## src/rtl/spad_pkg.sv

```systemverilog
// spad_pkg
// Shared definitions for the weight scratchpad controller:
//   - default weight word width and scratchpad depth
//   - FSM state encoding (plain 2-bit constants for tools that predate enums)
package spad_pkg;

  localparam int WEIGHT_DW_DEF = 32;
  localparam int DEPTH_DEF     = 8;

  typedef logic [1:0] state_t;

  localparam logic [1:0] ST_IDLE   = 2'd0;
  localparam logic [1:0] ST_LOAD   = 2'd1;
  localparam logic [1:0] ST_SETTLE = 2'd2;
  localparam logic [1:0] ST_RUN    = 2'd3;

endpackage

```

## src/rtl/spad_addr_cnt.sv

```systemverilog
// spad_addr_cnt
// Modulo-DEPTH address counter used for both the scratchpad write and read
// pointers.
// Ports:
//   sclk  in   clock
//   rst   in   asynchronous active-high reset, clears the count
//   clr   in   synchronous clear (wins over en)
//   en    in   advance by one, wrapping DEPTH-1 -> 0
//   cnt   out  current count
//   wrap  out  count is DEPTH-1 (the next advance wraps)
module spad_addr_cnt #(
  parameter int DEPTH = 8,
  parameter int AW    = $clog2(DEPTH)
) (
  input  logic          sclk,
  input  logic          rst,
  input  logic          clr,
  input  logic          en,
  output logic [AW-1:0] cnt,
  output logic          wrap
);

  logic [AW-1:0] cnt_q;
  logic [AW-1:0] cnt_d;

  // DEPTH need not be a power of two, so the wrap is an explicit compare
  // rather than natural overflow.
  assign wrap = (cnt_q == AW'(DEPTH - 1));
  assign cnt  = cnt_q;

  always_comb begin
    cnt_d = cnt_q;
    if (clr) begin
      cnt_d = '0;
    end else if (en) begin
      cnt_d = wrap ? '0 : cnt_q + AW'(1);
    end
  end

  always_ff @(posedge sclk or posedge rst) begin
    if (rst) begin
      cnt_q <= '0;
    end else begin
      cnt_q <= cnt_d;
    end
  end

endmodule

```

## src/rtl/spad_w_ctrl.sv

```systemverilog
// spad_w_ctrl
// Weight scratchpad controller: loads DEPTH weight words from an upstream
// valid/ready stream into a scratchpad, then streams the scratchpad to a PE
// for pass_cfg full sweeps, pulsing done when the last sweep completes.
// Ports:
//   sclk, rst                      clock, asynchronous active-high reset
//   load_start, pass_cfg           start request and sweep count (0 means 1)
//   w_valid, w_data, w_ready       upstream weight stream
//   spad_we_en, spad_addr_we,
//   spad_data_in                   registered scratchpad write port
//   spad_addr_re                   scratchpad read address
//   pe_ready, pe_valid, pe_last    downstream PE handshake, last-of-sweep flag
//   busy, done                     status
module spad_w_ctrl
  import spad_pkg::*;
#(
  parameter int WEIGHT_DW = WEIGHT_DW_DEF,
  parameter int DEPTH     = DEPTH_DEF
) (
  input  logic                 sclk,
  input  logic                 rst,
  input  logic                 load_start,
  input  logic [7:0]           pass_cfg,
  input  logic                 w_valid,
  input  logic [WEIGHT_DW-1:0] w_data,
  output logic                 w_ready,
  output logic                 spad_we_en,
  output logic [$clog2(DEPTH)-1:0] spad_addr_we,
  output logic [WEIGHT_DW-1:0] spad_data_in,
  output logic [$clog2(DEPTH)-1:0] spad_addr_re,
  input  logic                 pe_ready,
  output logic                 pe_valid,
  output logic                 pe_last,
  output logic                 busy,
  output logic                 done
);

  localparam int AW = $clog2(DEPTH);

  state_t               state_q, state_d;
  logic [7:0]           pass_q, pass_d;
  logic [7:0]           sweep_q, sweep_d;
  logic                 w_ready_q, w_ready_d;
  logic                 we_en_q, we_en_d;
  logic [AW-1:0]        addr_we_q, addr_we_d;
  logic [WEIGHT_DW-1:0] data_in_q, data_in_d;
  logic                 done_q, done_d;

  logic          start;
  logic          accept;
  logic          xfer;
  logic [AW-1:0] wr_cnt;
  logic          wr_wrap;
  logic          rd_cnt;
  logic          rd_wrap;
  logic [AW-1:0] rd_addr;

  // w_ready_q is only ever high in LOAD, so it alone qualifies a write beat.
  assign start    = (state_q == ST_IDLE) && load_start;
  assign accept   = w_valid && w_ready_q;
  assign pe_valid = (state_q == ST_RUN);
  assign xfer     = pe_valid && pe_ready;
  assign rd_cnt   = xfer;

  spad_addr_cnt #(.DEPTH(DEPTH), .AW(AW)) u_wr_cnt (
    .sclk (sclk),
    .rst  (rst),
    .clr  (start),
    .en   (accept),
    .cnt  (wr_cnt),
    .wrap (wr_wrap)
  );

  spad_addr_cnt #(.DEPTH(DEPTH), .AW(AW)) u_rd_cnt (
    .sclk (sclk),
    .rst  (rst),
    .clr  (start),
    .en   (rd_cnt),
    .cnt  (rd_addr),
    .wrap (rd_wrap)
  );

  // Sequencing: IDLE -> LOAD (DEPTH beats) -> SETTLE (one cycle so the last
  // write lands before any read) -> RUN (pass_q sweeps) -> IDLE with done.
  always_comb begin
    state_d   = state_q;
    pass_d    = pass_q;
    sweep_d   = sweep_q;
    done_d    = 1'b0;
    we_en_d   = accept;
    addr_we_d = addr_we_q;
    data_in_d = data_in_q;

    if (accept) begin
      addr_we_d = wr_cnt;
      data_in_d = w_data;
    end

    case (state_q)
      ST_IDLE: begin
        if (load_start) begin
          state_d = ST_LOAD;
          pass_d  = (pass_cfg == 8'd0) ? 8'd1 : pass_cfg;
          sweep_d = 8'd0;
        end
      end
      ST_LOAD: begin
        if (accept && wr_wrap) begin
          state_d = ST_SETTLE;
        end
      end
      ST_SETTLE: begin
        state_d = ST_RUN;
      end
      ST_RUN: begin
        if (xfer && rd_wrap) begin
          if (sweep_q == pass_q - 8'd1) begin
            state_d = ST_IDLE;
            sweep_d = 8'd0;
            done_d  = 1'b1;
          end else begin
            sweep_d = sweep_q + 8'd1;
          end
        end
      end
      default: begin
        state_d = ST_IDLE;
      end
    endcase

    w_ready_d = (state_d == ST_LOAD);
  end

  always_ff @(posedge sclk or posedge rst) begin
    if (rst) begin
      state_q   <= ST_IDLE;
      pass_q    <= 8'd0;
      sweep_q   <= 8'd0;
      w_ready_q <= 1'b0;
      we_en_q   <= 1'b0;
      addr_we_q <= '0;
      data_in_q <= '0;
      done_q    <= 1'b0;
    end else begin
      state_q   <= state_d;
      pass_q    <= pass_d;
      sweep_q   <= sweep_d;
      w_ready_q <= w_ready_d;
      we_en_q   <= we_en_d;
      addr_we_q <= addr_we_d;
      data_in_q <= data_in_d;
      done_q    <= done_d;
    end
  end

  assign w_ready      = w_ready_q;
  assign spad_we_en   = we_en_q;
  assign spad_addr_we = addr_we_q;
  assign spad_data_in = data_in_q;
  assign spad_addr_re = rd_addr;
  assign pe_last      = pe_valid && rd_wrap;
  assign busy         = (state_q != ST_IDLE);
  assign done         = done_q;

endmodule

```

## config.mk

```make
export PLATFORM = sky130hd
export DESIGN_NAME = spad_w_ctrl
export DESIGN_NICKNAME = d
export VERILOG_FILES = /design/src/rtl/spad_pkg.sv /design/src/rtl/spad_addr_cnt.sv /design/src/rtl/spad_w_ctrl.sv
export SDC_FILE = /design/constraint.sdc
export NUM_CORES = 1
export LEC_CHECK = 0
export CORE_MARGIN = 5
export CORE_UTILIZATION = 30
export CTS_BUF_LIST = sky130_fd_sc_hd__clkbuf_16
export DETAILED_ROUTE_END_ITERATION = 10
export PLACE_DENSITY_LB_ADDON = 0.25
export SYNTH_ARGS = -nofsm -noshare
export SYNTH_HDL_FRONTEND = slang
export SYNTH_SLANG_ARGS = --single-unit
```

## constraint.sdc

```tcl
create_clock -name sclk -period 3.85 [get_ports sclk]
set_clock_uncertainty 0.2 [all_clocks]
set_input_delay 0.9625 -clock sclk [delete_from_list [all_inputs] [get_ports sclk]]
set_output_delay 0.9625 -clock sclk [all_outputs]
set_load 0.02 [all_outputs]
```

==> flow_metrics.py, run 1 <==
# Generated from Yosys and OpenROAD reports
metrics = {
    "outcome": {
        "status": "finished, final reports clean",
    },
    "global_route": {
        "grt_max_degree": 35,
        "grt_pass1_vias": 2278,
    },
    "power_and_ir_drop": {
        "irDropWorstVdd_mv": 0.350,
        "p_switching_mw": 1.08,
        "pg_comb_mw": 1.25,
        "pwr-share-comb_pct": 40.8,
        "seq_power_share_pct": 35.2,
        "p_seq_mw": 1.08,
        "clk-power_uw": 735,
        "powerDensity_nw_per_um2": 748,
    },
    "floorplanning": {
        "ioPinCount": 89,
        "die_area_um2": 11400,
    },
    "logic_synthesis": {
        "netlist_instances": 224,
        "top_logic_kind": "multiplexers",
        "synth-seq-cells": 62,
        "fp_nets": 275,
        "async_flop_share_pct": 100,
        "mux_share_pct": 16.8,
        "ys_cells": 224,
    },
    "setup_path": {
        "critical_path.n_buffers_inverters": 1,
        "cpPeakStageDelay_ns": 0.54,
        "rrSetupSlack_ns": 1.52,
        "cp.depth": 4,
        "worst_setup_path_end_kind": "output pin",
        "path_class": "reg2out",
    },
    "final_timing": {
        "final_hold_viol_count": 0,
        "setup_ws_ns": 0.831,
        "max_slew.worst_pin.slew_ns": 0.634,
        "period_needed_ns": 3.02,
    },
    "cts": {
        "postCtsHoldBufs": 0,
        "clkTransAtPathRegs_ns": 0.06,
        "postCtsSetupBuffers": 0,
    },
    "min_path": {
        "min-delay-start": "spad_data_in[19]",
        "worstHoldPathType": "reg2reg",
        "holdPathStages": 1,
    },
    "placed_design": {
        "port_buffers": 88,
        "gp_congestion": 0.787,
    },
    "detailed_routing": {
        "drt-pass1-iter-count": 4,
        "route.detailed.drc": 0,
    },
    "flow_run": {
        "drv_cap": 0,
    },
}
-- run 1: final cells by class --
cell class	count	area, um^2
fill	876	5100
sequential	62	1550
multi-input combinational	143	1170
timing repair buffer	92	923
clock buffer	9	225
tap	111	139
clock inverter	7	51.3
inverter	8	30.0
-- run 1: routing by layer --
| metal | wire (um) | up-vias | global-route usage, % |
|---|---|---|---|
| li1 | - | 982 | - |
| met1 | 2780 | 996 | 14.6 |
| met2 | 3050 | 52 | 19.6 |
| met3 | 634 | 7 | 7.22 |
| met4 | 63 | 0 | 3.01 |
| met5 | 0 | - | 0 |
-- run 1: registers in the layout, indices dropped and copies added, names as in the netlist, 2 cells and up --
signal,flops
state_q,2
sweep_q,8
u_rd_cnt.cnt,3
spad_addr_we,3
spad_data_in,32
pass_q,8
u_wr_cnt.cnt,3
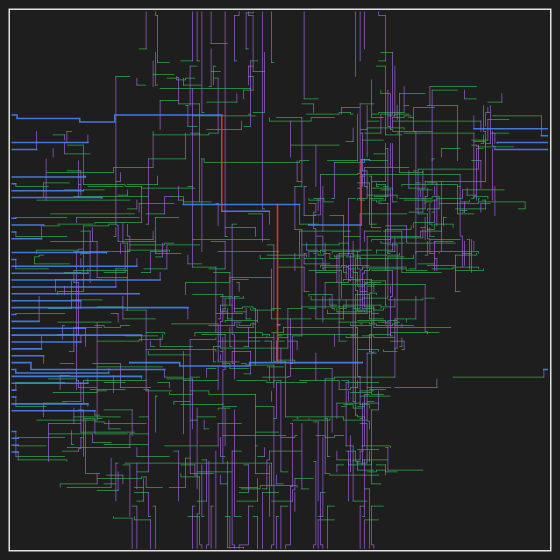
*Routed metal, one colour a layer, run 1*
| colour | layer | wire length |
|---|---|---|
| blue | M3 | 635 um |
| red | M4 | 63.2 um |
| purple | M2 | 3050 um |
| green | M1 | 2780 um |
wirelength, routed: 6520 um
total track usage: 12.4%
DR WL/cell: 15.1 um

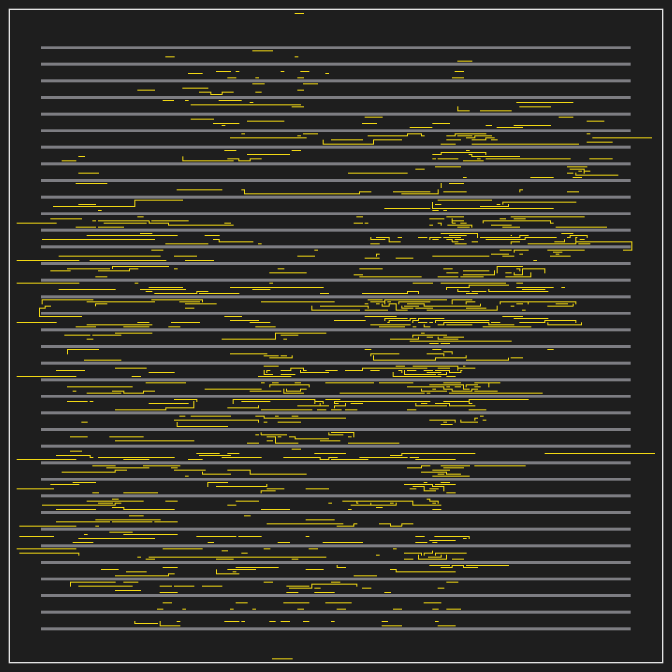
*Signal wires on met1, run 1*
Supply wires on this layer in grey.
main direction: horizontal
wire length on this layer: 2780 um
nets with wire on the layer: 318
met1 usage: 14.6%
Vias: 2037

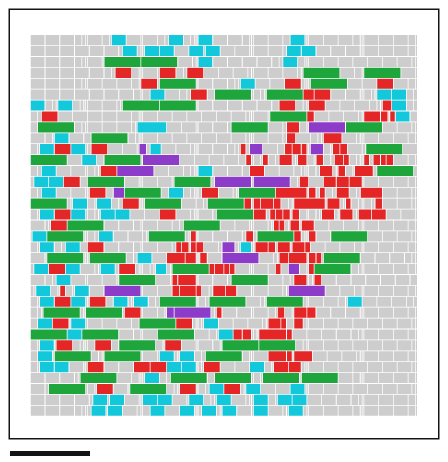
*Placed cells, one colour a class, run 1*
Bar = 20 um. Fill, decap, tap and diode cells in grey.
| colour | class | cells | share of their area |
|---|---|---|---|
| purple | clock drivers and dummy loads | 16 | 7.0% |
| cyan | remaining buffers and delay cells | 92 | 23% |
| red | remaining logic cells | 151 | 30% |
| green | sequential cells | 62 | 39% |
placement row count: 35
post-route cell area: 4100 um^2

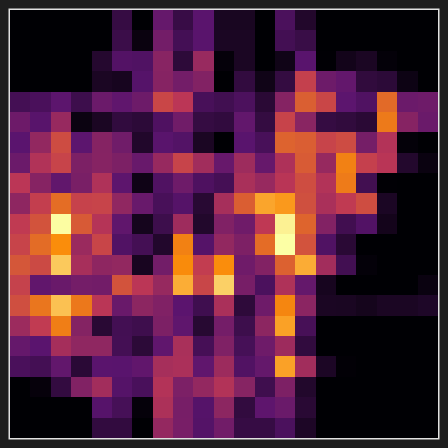
*Signal metal coverage by tile, run 1*
The die is cut into 21 by 21 equal tiles; black is low, pale yellow is high, scaled to the fullest tile. Values are wire area over tile area, all layers added.
fullest tile: 0.37
nearly empty tiles: 25%
mean over tiles: 0.093
tiles over half the peak: 15%
emptiest ninth of the die: lower right

## Run 2: what changed since run 1
==> constraint.sdc (replaced) <==
create_clock -name sclk -period 3.02 [get_ports sclk]
set_clock_uncertainty 0.2 [all_clocks]
set_input_delay 0.755 -clock sclk [delete_from_list [all_inputs] [get_ports sclk]]
set_output_delay 0.755 -clock sclk [all_outputs]
set_load 0.02 [all_outputs]
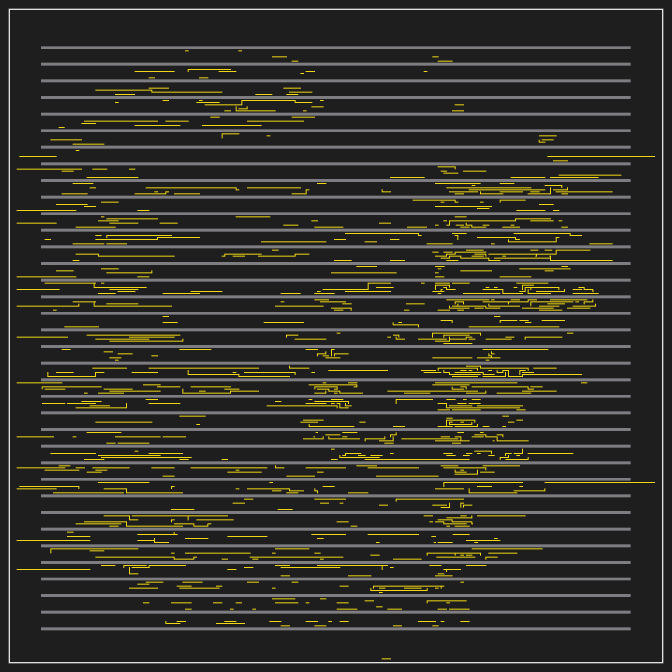
*Signal wires on met1, run 2*
Supply wires on this layer in grey.
share of all routed wire: 42%
wire length on this layer: 2680 um
nets with wire on the layer: 335
main direction: horizontal
wirelength, routed: 6420 um
Vias: 2047
met1 usage: 14.0%

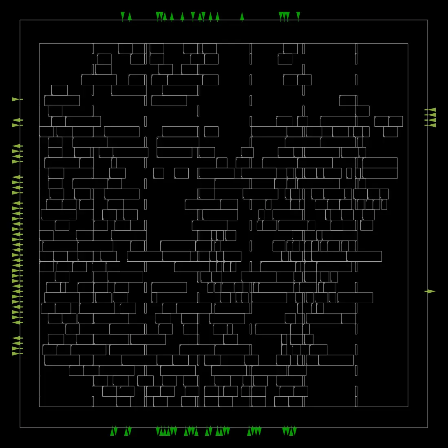
*Placement view, run 2*
Seq/total area: 37.4%
flop count: 62
post-layout util: 45.1%

==> run 2 against run 1 <==
Against the previous run: critical path depth unchanged; setup slack got worse by 0.62 ns; cell area up 1.3%; global-route usage is 0.46 points lower; clock power grew 46%; routed wire length shrank 1.6%; sequential share of layout area shrank 0.48 points; flip-flop count is the same.
==> flow_metrics.py, run 2 <==
# Generated from Yosys and OpenROAD reports
metrics = {
    "final_timing": {
        "setup_ws_ns": 0.213,
        "period_needed_ns": 2.81,
        "max_slew.worst_pin.slew_ns": 0.572,
        "max_slew_margin_pct": 61.8,
        "final_hold_viol_count": 0,
    },
    "cells_and_area": {
        "clockBufferCount": 9,
        "largest_reg_flops": 32,
        "fillers": 874,
        "largestClassByArea": "registers",
        "regArea_um2": 1550,
        "inverters": 8,
        "area_growth_pct": 47.5,
        "logic_area_um2": 1170,
        "buffers": 94,
        "clk_share_pct": 7.57,
        "stdcell_area_um2": 4150,
        "logic_gates": 143,
        "area_share_nonclk_buffers_pct": 22.6,
        "comb_share_pct": 28.3,
    },
    "setup_path": {
        "cpPeakStageDelay_ns": 0.55,
        "cp_top_family": "buffers and inverters",
        "cp-start-kind": "flip-flop",
        "critical_path.n_buffers_inverters": 1,
        "path_class": "reg2out",
        "worst_setup_path_end_kind": "output pin",
    },
    "power_and_ir_drop": {
        "pwr-share-comb_pct": 39.4,
        "pg_comb_mw": 1.59,
        "powerDensity_nw_per_um2": 974,
        "clk-power_mw": 1.07,
        "seq_power_share_pct": 34.1,
        "irDropWorstVdd_mv": 0.467,
        "p_seq_mw": 1.38,
        "p_switching_mw": 1.35,
    },
    "min_path": {
        "min-delay-start": "spad_data_in[0]",
        "worstHoldPathType": "reg2reg",
    },
    "placed_design": {
        "port_buffers": 88,
        "gp_congestion": 0.791,
    },
    "floorplanning": {
        "die_area_um2": 11400,
        "n_tap_cell": 111,
        "ioPinCount": 89,
        "row_count": 35,
        "die_height_um": 107,
    },
    "logic_synthesis": {
        "synth-seq-cells": 62,
        "async_flop_share_pct": 100,
        "synthDominantCellAreaShare_pct": 55.2,
        "adder_share_pct": 2.67,
        "ys_top_cells_by_count": "62 x dfrtp_1, 41 x mux2_2, 13 x nor3_1",
        "fp_nets": 275,
        "netlist_instances": 224,
        "top_logic_kind": "multiplexers",
        "top_cell": "dfrtp_1",
        "ys_cells": 224,
        "mux_share_pct": 16.8,
    },
    "detailed_routing": {
        "route.detailed.drc": 0,
        "drt-pass1-iter-count": 3,
    },
    "global_route": {
        "grt_max_degree": 25,
        "grt_pass1_vias": 2175,
    },
    "flow_run": {
        "drv_cap": 0,
    },
    "cts": {
        "postCtsHoldBufs": 0,
        "clkTransAtPathRegs_ns": 0.05,
        "postCtsSetupBuffers": 0,
    },
    "outcome": {
        "status": "finished, final reports clean",
    },
}
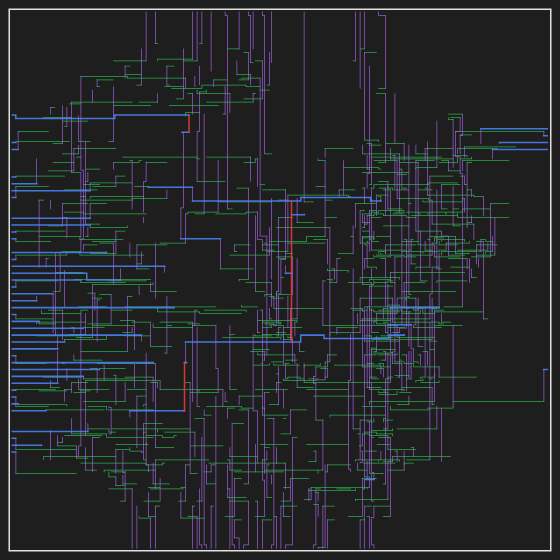
*Routed metal, one colour a layer, run 2*
| colour | layer | wire length |
|---|---|---|
| green | M1 | 2680 um |
| red | M4 | 40.8 um |
| blue | M3 | 556 um |
| purple | M2 | 3140 um |
total track usage: 12.0%
DR WL/cell: 14.8 um

==> run 2: netlist changes by cell type in the layout (fill, tap and decap cells not counted) <==
cell	previous run	this run
buf_4	3	5
bufinv_16	0	2
clkinv_1	0	2
clkinv_2	2	1
clkinv_4	3	1
clkinvlp_4	2	1
==> run 2: worst paths after layout <==
check	end	slack, ns	depth (start not counted)
setup / recovery	pe_last	0.21	4
hold / removal	spad_data_in[0]	0.30	1
setup reg to reg	sweep_q[6]	0.72	7
hold reg to reg	spad_data_in[0]	0.30	1
max in group asynchronous	pass_q[6]	1.48	3
min in group asynchronous	spad_data_in[21]	0.58	2
==> run 2: metal layers <==
layer	share of wire [%]	track usage, %	vias up
li1	-	-	994
met5	0	0	-
met2	49	19.0	64
met1	42	14.0	981
met3	8.7	6.62	8
met4	0.62	3.11	0
## Run 3: what changed since run 2
--- a/config.mk
+++ b/config.mk
@@ -10,6 +10,8 @@
 export CTS_BUF_LIST = sky130_fd_sc_hd__clkbuf_16
 export DETAILED_ROUTE_END_ITERATION = 10
 export PLACE_DENSITY_LB_ADDON = 0.25
+export SKIP_LAST_GASP = 1
+export SLEW_MARGIN = 20
 export SYNTH_ARGS = -nofsm -noshare
 export SYNTH_HDL_FRONTEND = slang
 export SYNTH_SLANG_ARGS = --single-unit
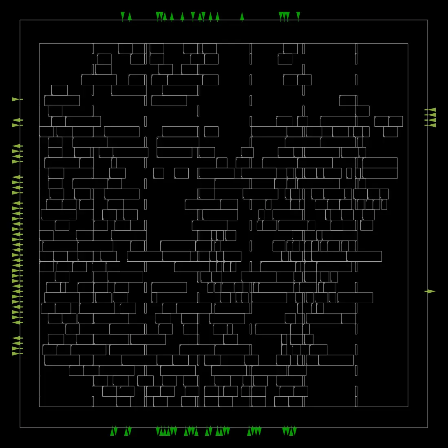
*Placement view, run 3*
fin cells: 434
core area: 9200 um^2

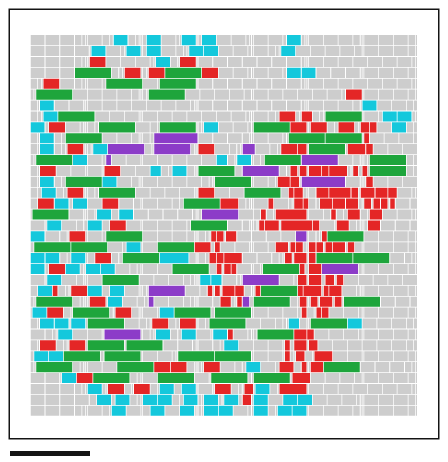
*Placed cells, one colour a class, run 3*
Bar = 20 um. Fill, decap, tap and diode cells in grey.
| colour | class | cells | share of their area |
|---|---|---|---|
| purple | clock drivers and dummy loads | 16 | 7.8% |
| red | remaining logic cells | 151 | 30% |
| cyan | remaining buffers and delay cells | 94 | 23% |
| green | sequential cells | 62 | 39% |
post-route cell area: 4150 um^2

==> run 3 against run 2 <==
Against the previous run: register-to-register slack about the same; utilization unchanged; clock power about the same; maximum frequency unchanged; via count unchanged; routed wire length unchanged; global-route usage unchanged; sequential power about the same; die size unchanged; setup slack unchanged; critical path type unchanged.
==> flow_metrics.py, run 3 <==
# Generated from Yosys and OpenROAD reports
metrics = {
    "detailed_routing": {
        "wl_per_cell_um": 14.8,
        "top_layer": "met4",
        "drt-pass1-iter-count": 3,
        "dr_wl_met3_um": 556,
        "via_count": 2047,
        "route.detailed.drc": 0,
        "wl_met1_um": 2680,
        "wl_met2_um": 3140,
    },
    "min_path": {
        "worstHoldPathType": "reg2reg",
        "whs_endpoint": "spad_data_in[0]",
        "min-delay-start": "spad_data_in[0]",
        "holdPathStages": 1,
    },
    "setup_path": {
        "cp.depth": 4,
        "critical_path.n_buffers_inverters": 1,
        "cp-endpoint": "pe_last",
        "crit_start": "u_rd_cnt.cnt[0]",
        "worst_setup_path_end_kind": "output pin",
        "path_class": "reg2out",
        "cp_top_family": "buffers and inverters",
        "r2r-end": "sweep_q[6]",
        "reg2reg_depth": 7,
        "rrSetupSlack_ns": 0.72,
        "cp-start-kind": "flip-flop",
        "cpPeakStageDelay_ns": 0.55,
    },
    "logic_synthesis": {
        "fp_nets": 275,
        "netlist_instances": 224,
        "mux_share_pct": 16.8,
        "top_cell": "dfrtp_1",
        "flop_cell": "dfrtp_1",
        "async_flop_share_pct": 100,
        "ys_cells": 224,
        "top_logic_kind": "multiplexers",
        "synthDominantCellAreaShare_pct": 55.2,
        "top_cells_by_area": "dfrtp_1 55%, mux2_2 16%, xor2_1 2.8%",
        "adder_share_pct": 2.67,
        "synth-seq-cells": 62,
    },
    "global_route": {
        "gr-usage-met2_pct": 19.0,
        "grtUsageMet1_pct": 14.0,
        "grt_pass1_vias": 2175,
        "use_met3_pct": 6.62,
        "busiest_layer": "met2",
        "grt_usage_pct": 12.0,
    },
    "power_and_ir_drop": {
        "pwr-share-comb_pct": 39.4,
        "pg_comb_mw": 1.59,
        "clk-power_mw": 1.07,
        "p_seq_mw": 1.38,
        "seq_power_share_pct": 34.1,
        "powerDensity_nw_per_um2": 974,
        "cellLeakagePower_nw": 1.74,
    },
    "cts": {
        "clkTransAtPathRegs_ns": 0.05,
        "postCtsSetupBuffers": 0,
        "postCtsHoldBufs": 0,
    },
    "floorplanning": {
        "ioPinCount": 89,
        "row_count": 35,
        "die_height_um": 107,
    },
    "final_timing": {
        "max_slew.worst_pin.slew_ns": 0.572,
        "max_slew_margin_pct": 61.8,
        "final_hold_viol_count": 0,
        "period_needed_ns": 2.81,
    },
    "flow_run": {
        "drv_cap": 0,
        "tool_warnings": 26,
    },
    "placed_design": {
        "port_buffers": 88,
        "gp_congestion": 0.791,
    },
    "outcome": {
        "status": "finished, final reports clean",
    },
    "cells_and_area": {
        "fillers": 874,
        "area_growth_pct": 47.5,
        "drive_gt1_share_pct": 21.7,
    },
}
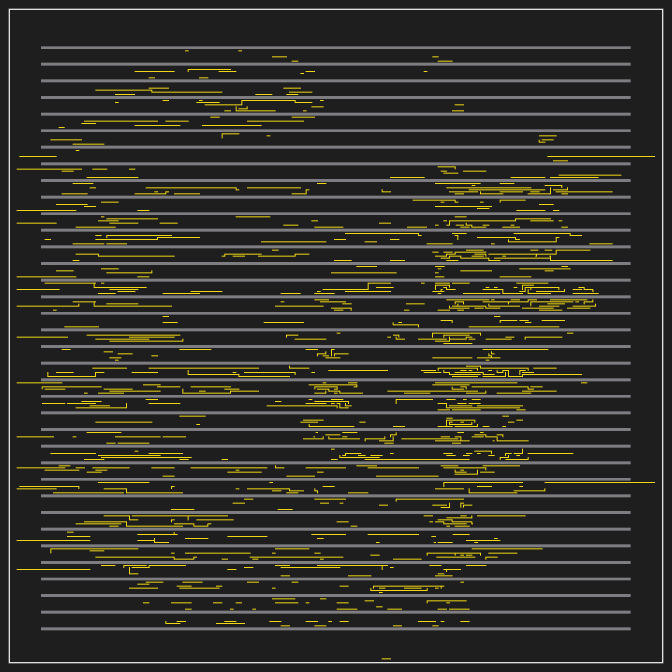
*Signal wires on met1, run 3*
Supply wires on this layer in grey.

## run 3: cell counts in the layout (fill, tap and decap cells not counted)
Identical to the previous run, type by type.
## run 3: metrics by stage
stage / utilization, % / hold WS, ns / worst slack [ns] / instance area, um^2
6_report: 45.1 / 0.303 / 0.213 / 4150
2_1_floorplan: - / 0.301 / 0.524 / 2810
3_3_place_gp: 41.7 / 0.289 / 0.465 / 3830
4_1_cts: 45.1 / 0.311 / 0.190 / 4150
5_1_grt: 45.1 / 0.324 / 0.116 / 4150
3_5_place_dp: 41.7 / 0.299 / 0.395 / 3830
## run 3: area by class of cell
cell class	instances	area, um^2	area share (%)
repair buffers	94	938	22.6
well taps	111	139	3.35
clock inverters	7	88.8	2.14
multi-input cells	143	1170	28.3
inverters	8	30.0	0.724
clock buffers	9	225	5.43
flip-flops and latches	62	1550	37.4
Power figures rest on the tool's default switching activity, not on a simulated workload.
